### src/rtl/pool_window_streamer.sv
// rtl/pool_window_streamer.sv - buffers KERNEL-row groups and replays KxK pooling windows serially
// Optional feature macro POOL_STREAM_PINGPONG_EN: second row-group buffer so fill overlaps drain.
module pool_window_streamer #(
  parameter int DATA_WIDTH = 16,
  parameter int KERNEL     = 2,
  parameter int MAX_W      = 64,
  parameter int GAP        = 2
) (
  input  logic                  clk_i,
  input  logic                  rst_ni,
  input  logic                  start_i,
  input  logic [7:0]            cfg_map_width_i,
  input  logic [7:0]            cfg_map_height_i,
  input  logic                  in_valid_i,
  input  logic [DATA_WIDTH-1:0] in_data_i,
  output logic                  in_ready_o,
  output logic                  out_valid_o,
  output logic [DATA_WIDTH-1:0] out_data_o,
  output logic                  out_first_o,
  output logic                  out_last_o,
  output logic [7:0]            data_num_o,
  output logic [7:0]            win_x_o,
  output logic [7:0]            win_y_o,
  output logic                  busy_o,
  output logic                  done_o
);
`ifdef POOL_STREAM_PINGPONG_EN
  localparam int NBUF = 2;
`else
  localparam int NBUF = 1;
`endif
  localparam int DEPTH = NBUF * KERNEL * MAX_W;
  localparam int AW    = $clog2(DEPTH);
  localparam int KW    = $clog2(KERNEL);
  localparam int GW    = (GAP > 1) ? $clog2(GAP) : 1;
  localparam logic [KW-1:0] K_LAST   = KW'(KERNEL - 1);
  localparam logic [GW-1:0] GAP_LAST = GW'(GAP - 1);
  localparam logic          PP       = (NBUF == 2);

  typedef enum logic [1:0] {IN_IDLE, IN_FILL, IN_FLUSH, IN_WAIT} in_state_e;
  typedef enum logic [1:0] {OUT_IDLE, OUT_DRAIN, OUT_GAP} out_state_e;

  in_state_e  in_state_q, in_state_d;
  out_state_e out_state_q, out_state_d;

  logic [7:0]    w_q, w_d, h_q, h_d, wx_q, wx_d;
  logic [7:0]    kept_cols_q, kept_cols_d, kept_rows_q, kept_rows_d;
  logic [7:0]    col_q, col_d, row_q, row_d;
  logic [KW-1:0] slot_q, slot_d;
  logic          wr_bank_q, wr_bank_d, rd_bank_q, rd_bank_d;
  logic [1:0]    full_q, full_d;
  logic [7:0]    win_x_q, win_x_d, win_y_q, win_y_d;
  logic [KW-1:0] er_q, er_d, ec_q, ec_d;
  logic [GW-1:0] gap_q, gap_d;
  logic          busy_q, busy_d, done_q, done_d;
  logic          out_valid_q, out_valid_d, out_first_q, out_first_d, out_last_q, out_last_d;
  logic [DATA_WIDTH-1:0] out_data_q;

  logic [DATA_WIDTH-1:0] mem_q [DEPTH];
  logic [AW-1:0] wr_addr, rd_addr;
  logic [7:0]    cfg_wx, cfg_kc, cfg_kr;
  logic          hs, row_end, last_hs, grp_done, grp_fire, wr_en, nb, nxt_ready;

  assign cfg_wx = cfg_map_width_i / 8'(KERNEL);
  assign cfg_kc = cfg_wx * 8'(KERNEL);
  assign cfg_kr = (cfg_map_height_i / 8'(KERNEL)) * 8'(KERNEL);

  assign in_ready_o = ((in_state_q == IN_FILL) || (in_state_q == IN_FLUSH)) && !full_q[wr_bank_q];
  assign hs         = in_valid_i && in_ready_o;
  assign row_end    = (col_q == w_q - 8'd1);
  assign last_hs    = hs && row_end && (row_q == h_q - 8'd1);
  assign grp_done   = hs && (in_state_q == IN_FILL) && row_end && (slot_q == K_LAST);
  assign grp_fire   = grp_done && (wx_q != 8'd0);
  assign wr_en      = hs && (in_state_q == IN_FILL) && (col_q < kept_cols_q);
  assign nb         = rd_bank_q ^ PP;
  // The other bank can only be ready when there is a second bank to hold it.
  assign nxt_ready  = PP && (full_q[nb] || (grp_fire && (wr_bank_q == nb)));

  assign wr_addr = AW'(int'(wr_bank_q) * KERNEL * MAX_W + int'(slot_q) * MAX_W + int'(col_q));
  assign rd_addr = AW'(int'(rd_bank_d) * KERNEL * MAX_W + int'(er_d) * MAX_W
                       + int'(win_x_d) * KERNEL + int'(ec_d));

  always_comb begin
    in_state_d  = in_state_q;
    out_state_d = out_state_q;
    w_d = w_q; h_d = h_q; wx_d = wx_q;
    kept_cols_d = kept_cols_q; kept_rows_d = kept_rows_q;
    col_d = col_q; row_d = row_q; slot_d = slot_q;
    wr_bank_d = wr_bank_q; rd_bank_d = rd_bank_q; full_d = full_q;
    win_x_d = win_x_q; win_y_d = win_y_q; er_d = er_q; ec_d = ec_q; gap_d = gap_q;
    busy_d = busy_q; done_d = 1'b0;
    out_valid_d = 1'b0; out_first_d = 1'b0; out_last_d = 1'b0;

    case (in_state_q)
      IN_IDLE: begin
        if (start_i && !busy_q) begin
          w_d = cfg_map_width_i; h_d = cfg_map_height_i; wx_d = cfg_wx;
          kept_cols_d = cfg_kc; kept_rows_d = cfg_kr;
          col_d = 8'd0; row_d = 8'd0; slot_d = '0;
          win_x_d = 8'd0; win_y_d = 8'd0;
          wr_bank_d = 1'b0; rd_bank_d = 1'b0; full_d = 2'b00;
          if (cfg_map_width_i == 8'd0 || cfg_map_height_i == 8'd0) begin
            done_d = 1'b1;
          end else begin
            busy_d     = 1'b1;
            in_state_d = (cfg_kr == 8'd0) ? IN_FLUSH : IN_FILL;
          end
        end
      end
      IN_FILL, IN_FLUSH: begin
        if (hs) begin
          col_d = row_end ? 8'd0 : col_q + 8'd1;
          if (row_end) begin
            row_d  = row_q + 8'd1;
            slot_d = (slot_q == K_LAST) ? '0 : slot_q + KW'(1);
          end
          if (last_hs) in_state_d = IN_WAIT;
          else if (grp_done && (row_q + 8'd1 == kept_rows_q)) in_state_d = IN_FLUSH;
        end
        if (grp_fire) begin
          full_d[wr_bank_q] = 1'b1;
          wr_bank_d         = wr_bank_q ^ PP;
        end
      end
      default: ;
    endcase

    case (out_state_q)
      OUT_IDLE: begin
        if (busy_q && (full_q[rd_bank_q] || (grp_fire && (wr_bank_q == rd_bank_q)))) begin
          out_state_d = OUT_DRAIN;
          win_x_d = 8'd0; er_d = '0; ec_d = '0;
          out_valid_d = 1'b1; out_first_d = 1'b1;
        end
      end
      OUT_DRAIN: begin
        if (er_q == K_LAST && ec_q == K_LAST) begin
          out_state_d = OUT_GAP;
          gap_d       = '0;
        end else begin
          out_valid_d = 1'b1;
          if (ec_q == K_LAST) begin
            ec_d = '0;
            er_d = er_q + KW'(1);
          end else begin
            ec_d = ec_q + KW'(1);
          end
          out_last_d = (er_d == K_LAST) && (ec_d == K_LAST);
        end
      end
      OUT_GAP: begin
        if (gap_q != GAP_LAST) begin
          gap_d = gap_q + GW'(1);
        end else if (win_x_q != wx_q - 8'd1) begin
          out_state_d = OUT_DRAIN;
          win_x_d = win_x_q + 8'd1; er_d = '0; ec_d = '0;
          out_valid_d = 1'b1; out_first_d = 1'b1;
        end else begin
          // Row group fully emitted: release its buffer and chain straight into the other one.
          full_d[rd_bank_q] = 1'b0;
          rd_bank_d = nb;
          win_y_d   = win_y_q + 8'd1;
          if (nxt_ready) begin
            out_state_d = OUT_DRAIN;
            win_x_d = 8'd0; er_d = '0; ec_d = '0;
            out_valid_d = 1'b1; out_first_d = 1'b1;
          end else begin
            out_state_d = OUT_IDLE;
          end
        end
      end
      default: out_state_d = OUT_IDLE;
    endcase

    if (busy_q && ((in_state_q == IN_WAIT) || last_hs) &&
        (out_state_d == OUT_IDLE) && (full_d == 2'b00)) begin
      done_d     = 1'b1;
      busy_d     = 1'b0;
      in_state_d = IN_IDLE;
    end
  end

  always_ff @(posedge clk_i or negedge rst_ni) begin
    if (!rst_ni) begin
      in_state_q  <= IN_IDLE;
      out_state_q <= OUT_IDLE;
      w_q <= '0; h_q <= '0; wx_q <= '0;
      kept_cols_q <= '0; kept_rows_q <= '0;
      col_q <= '0; row_q <= '0; slot_q <= '0;
      wr_bank_q <= 1'b0; rd_bank_q <= 1'b0; full_q <= 2'b00;
      win_x_q <= '0; win_y_q <= '0; er_q <= '0; ec_q <= '0; gap_q <= '0;
      busy_q <= 1'b0; done_q <= 1'b0;
      out_valid_q <= 1'b0; out_first_q <= 1'b0; out_last_q <= 1'b0;
      out_data_q  <= '0;
    end else begin
      in_state_q  <= in_state_d;
      out_state_q <= out_state_d;
      w_q <= w_d; h_q <= h_d; wx_q <= wx_d;
      kept_cols_q <= kept_cols_d; kept_rows_q <= kept_rows_d;
      col_q <= col_d; row_q <= row_d; slot_q <= slot_d;
      wr_bank_q <= wr_bank_d; rd_bank_q <= rd_bank_d; full_q <= full_d;
      win_x_q <= win_x_d; win_y_q <= win_y_d; er_q <= er_d; ec_q <= ec_d; gap_q <= gap_d;
      busy_q <= busy_d; done_q <= done_d;
      out_valid_q <= out_valid_d; out_first_q <= out_first_d; out_last_q <= out_last_d;
      out_data_q  <= out_valid_d ? mem_q[rd_addr] : '0;
    end
  end

  always_ff @(posedge clk_i) begin
    if (wr_en) mem_q[wr_addr] <= in_data_i;
  end

  assign out_valid_o = out_valid_q;
  assign out_data_o  = out_data_q;
  assign out_first_o = out_first_q;
  assign out_last_o  = out_last_q;
  assign data_num_o  = 8'(KERNEL * KERNEL);
  assign win_x_o     = win_x_q;
  assign win_y_o     = win_y_q;
  assign busy_o      = busy_q;
  assign done_o      = done_q;

endmodule

### config.mk
export PLATFORM = sky130hd
export DESIGN_NAME = pool_window_streamer
export DESIGN_NICKNAME = d
export VERILOG_FILES = /design/src/rtl/pool_window_streamer.sv
export SDC_FILE = /design/constraint.sdc
export NUM_CORES = 2
export LEC_CHECK = 0
export ABC_CLOCK_PERIOD_IN_PS = 12200
export CORE_ASPECT_RATIO = 0.9
export CORE_MARGIN = 4
export CORE_UTILIZATION = 30
export CTS_CLUSTER_SIZE = 8
export DETAILED_ROUTE_END_ITERATION = 12
export PLACE_DENSITY = 0.41
export SYNTH_ARGS = -nofsm -noshare
export SYNTH_HDL_FRONTEND = slang
export SYNTH_SLANG_ARGS = --single-unit
### constraint.sdc
create_clock -name clk_i -period 12.2 [get_ports clk_i]
set_clock_uncertainty 0.15 [all_clocks]
set_input_delay 2.44 -clock clk_i [delete_from_list [all_inputs] [get_ports clk_i]]
set_output_delay 2.44 -clock clk_i [all_outputs]
set_load 0.01 [all_outputs]
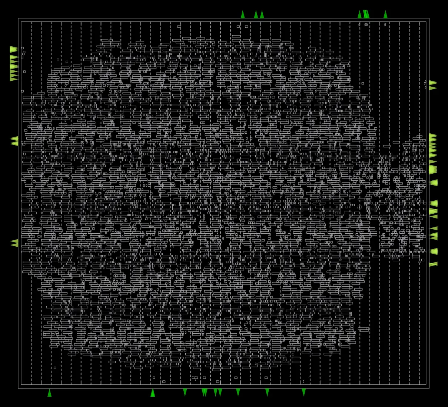
placed.png
Seq/total area: 63.6%
Util after Layout: 35.4%
# rows: 185

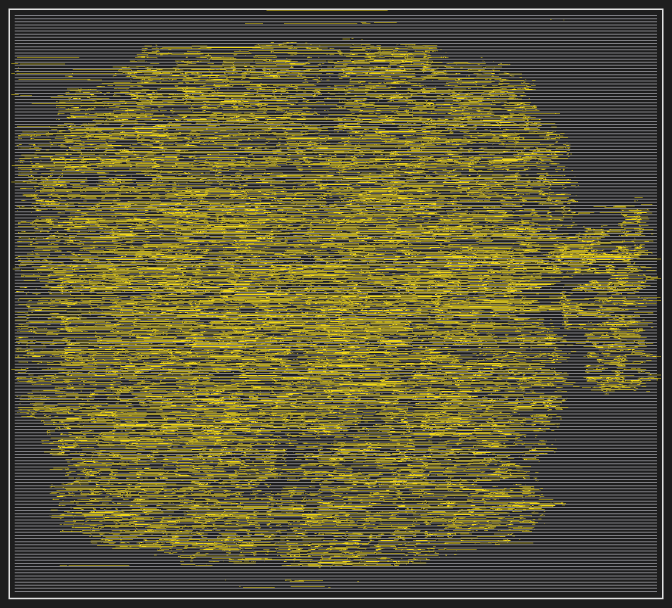
m1.png
Supply wires on this layer in grey.
main direction = horizontal
share of all routed wire = 46%
nets with wire on the layer = 6142
Vias: 54600
Post-Route WL: 309000 um
GR Util met1: 30.4%

==> run summary <==
status: finished, violations left
failing checks: capacitance limit
Distinct lib cells used: 80
DR iter-0 viols: 5758
pre-CTS WS: 3320 ps
final hold violations: 0
Final WS setup: 4200 ps
total clock sinks: 2127
Clock Latency Late Sink: 870 ps
total track usage: 20.5%
flop count: 2127
start of the worst register-to-register path: in_state_q[0]
initial antenna violation count: 13
actual slew at the worst max-slew pin: 1470 ps
Vias/cell: 5.29
largest class: flip-flops and latches
Adder-Cell Fraction of Synth Area: 0.264%
CTS max path bufs: 4
Top-area cell share: 72.2%
H-tree depth: 5
CP Launch Point: in_valid_i
sequential power: 8050 uW
maximum vdd drop: 0.0000992 V
GRT met3 Usage: 2.95%
Clock Power: 7800 uW
GRT overflow: 0
area leader, netlist: edfxtp_1
ys async rst share: 3.71%
Top reg by flops: mem_q
switching power: 3340 uW
non-filler cells, final: 10300
fraction of area in multi-input gates: 20.3%
required time worst endpoint: 12720 ps
arrival time worst endpoint: 8520 ps
cell count in the Yosys report: 6224
I/O pins: 82
Setup Fix Bufs, Post-CTS: 0
placed cell count: 9896
max FFs per register: 2048
yosys stat area: 0.0852 sq mm
met3 WL: 18800 um
Post-synth EDFFs: 2048
area fraction in mux cells: 3.96%
RSZ-0062 raised after global routing: no
area grow syn2layout: 17.2%
internal power: 12700 uW
post-CTS resize count: 0
Clock-cell share: 8.50%
CP Class: input pin to flop
top cells by count: 2048 x edfxtp_1, 1575 x nand2_1, 622 x nand3_1
first-pass GRT wire length: 429000 um
Seq pwr share: 50.0%
clock share of power: 48.5%
Syn Inst Count: 6224
CORE AREA: 0.282 sq mm
Non-clk invs: 36
P_comb: 235 uW
port buffer count: 73
post-DP HPWL: 178000 um
diode count: 7
Most Crowded Layer GR: met2
crit path max fanout: 27
Leak: 0.0336 uW
most numerous logic cells after layout: 2048 x edfxtp_1, 1571 x nand2_1, 620 x nand3_1, 322 x mux2i_1, 317 x clkbuf_16
Non-clock buffers: 319
register area share after synthesis: 74.5%
most used cell, CP: buf_4
Slew HR: 0.976%
Worst-path clk slew: 60 ps
WP buf/inv: 5
multi-input gates: 3674
Final #Nets: 6521
min Tclk post-route: 8000 ps
CTS tree: built
gpl congestion: 0.805
PwrDens: 161 mW/mm^2
share of layout cells above drive strength 1: 11.8%
CTS root buffer: clkbuf_16
max_cap viols: 1
n_taps: 3740
Synthesis Warnings: 0
Basic Gates by Area: 13.3%
number of global-route vias before repair: 51700
Inserted Clock Buffers: 309
Sw Share: 20.8%
worst path cell trace: clkdlybuf4s50_1 > nand2b_1 > nor3_1 > nand3_1 > o31ai_1 > nand2_1 > a31oi_4 > buf_4 > clkinv_2 > buf_4 > nand2_1 > buf_4 > o211ai_1 > nor4bb_1 > o311ai_0
Pre-antenna DRT Iters: 6
mapped cell area: 0.0852 sq mm
buffering overhead: 2.73%
Top delay family on crit path: simple AND/OR/NAND/NOR gates
clock buffers: 393
Synth Flop Type: edfxtp_1
top cell type by instance count after synthesis: edfxtp_1
Max Used Layer: met5
combinational share of power: 1.5%
most frequent logic cell in the layout: edfxtp_1
synth top area cells: edfxtp_1 72%, nand2_1 6.9%, mux2i_1 3.8%
max frequency: 0.125 GHz
max incr delay on CP: 1210 ps
Compound Share, Synth: 5.39%
wire length per cell: 29.9 um
setup TNS: 0 ps
Fill cells: 27200
slowest library cell on the worst path: nor4bb_1
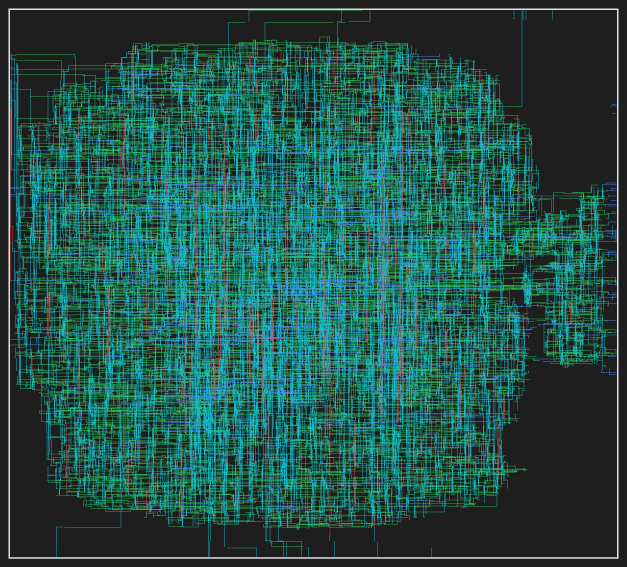
layers.png
M1 -> green  # wire length 143 mm
M3 -> blue  # wire length 18800 um
M5 -> magenta  # wire length 13.8 um
M4 -> red  # wire length 6930 um
M2 -> cyan  # wire length 140 mm

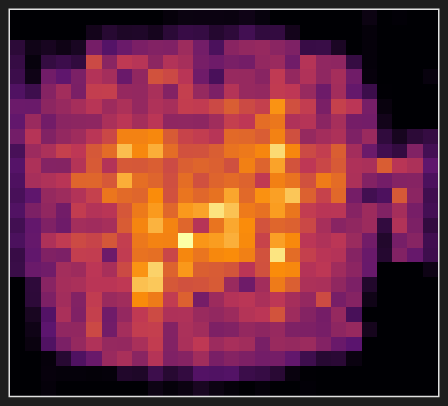
route_heat.png
28 x 26 tiles, from black (low) to pale yellow (high), scaled to the fullest tile. Values are wire area over tile area, all layers added.
nearly empty tiles = 19%
tiles over half the peak = 27%
emptiest ninth of the die = bottom right
mean over tiles = 0.17
densest ninth of the die = middle

[final timing paths]
| kind | end | cells after the start |
|---|---|---|
| worst min register to register | full_q[1] | 1 |
| worst min-delay path | full_q[1] | 1 |
| min in group asynchronous | out_data_o[15] | 1 |
| worst max register to register | out_data_o[15] | 16 |
| worst max-delay path | out_data_o[15] | 15 |
| max in group asynchronous | win_x_o[3] | 2 |
[metrics by stage]
step	hold slack, ps	cell area [sq um]
floorplan	306	85200
global placement	328	91300
detailed placement	336	91300
CTS	349	99800
global route	351	99800
finish	341	99800
Power figures rest on the tool's default switching activity, not on a simulated workload.
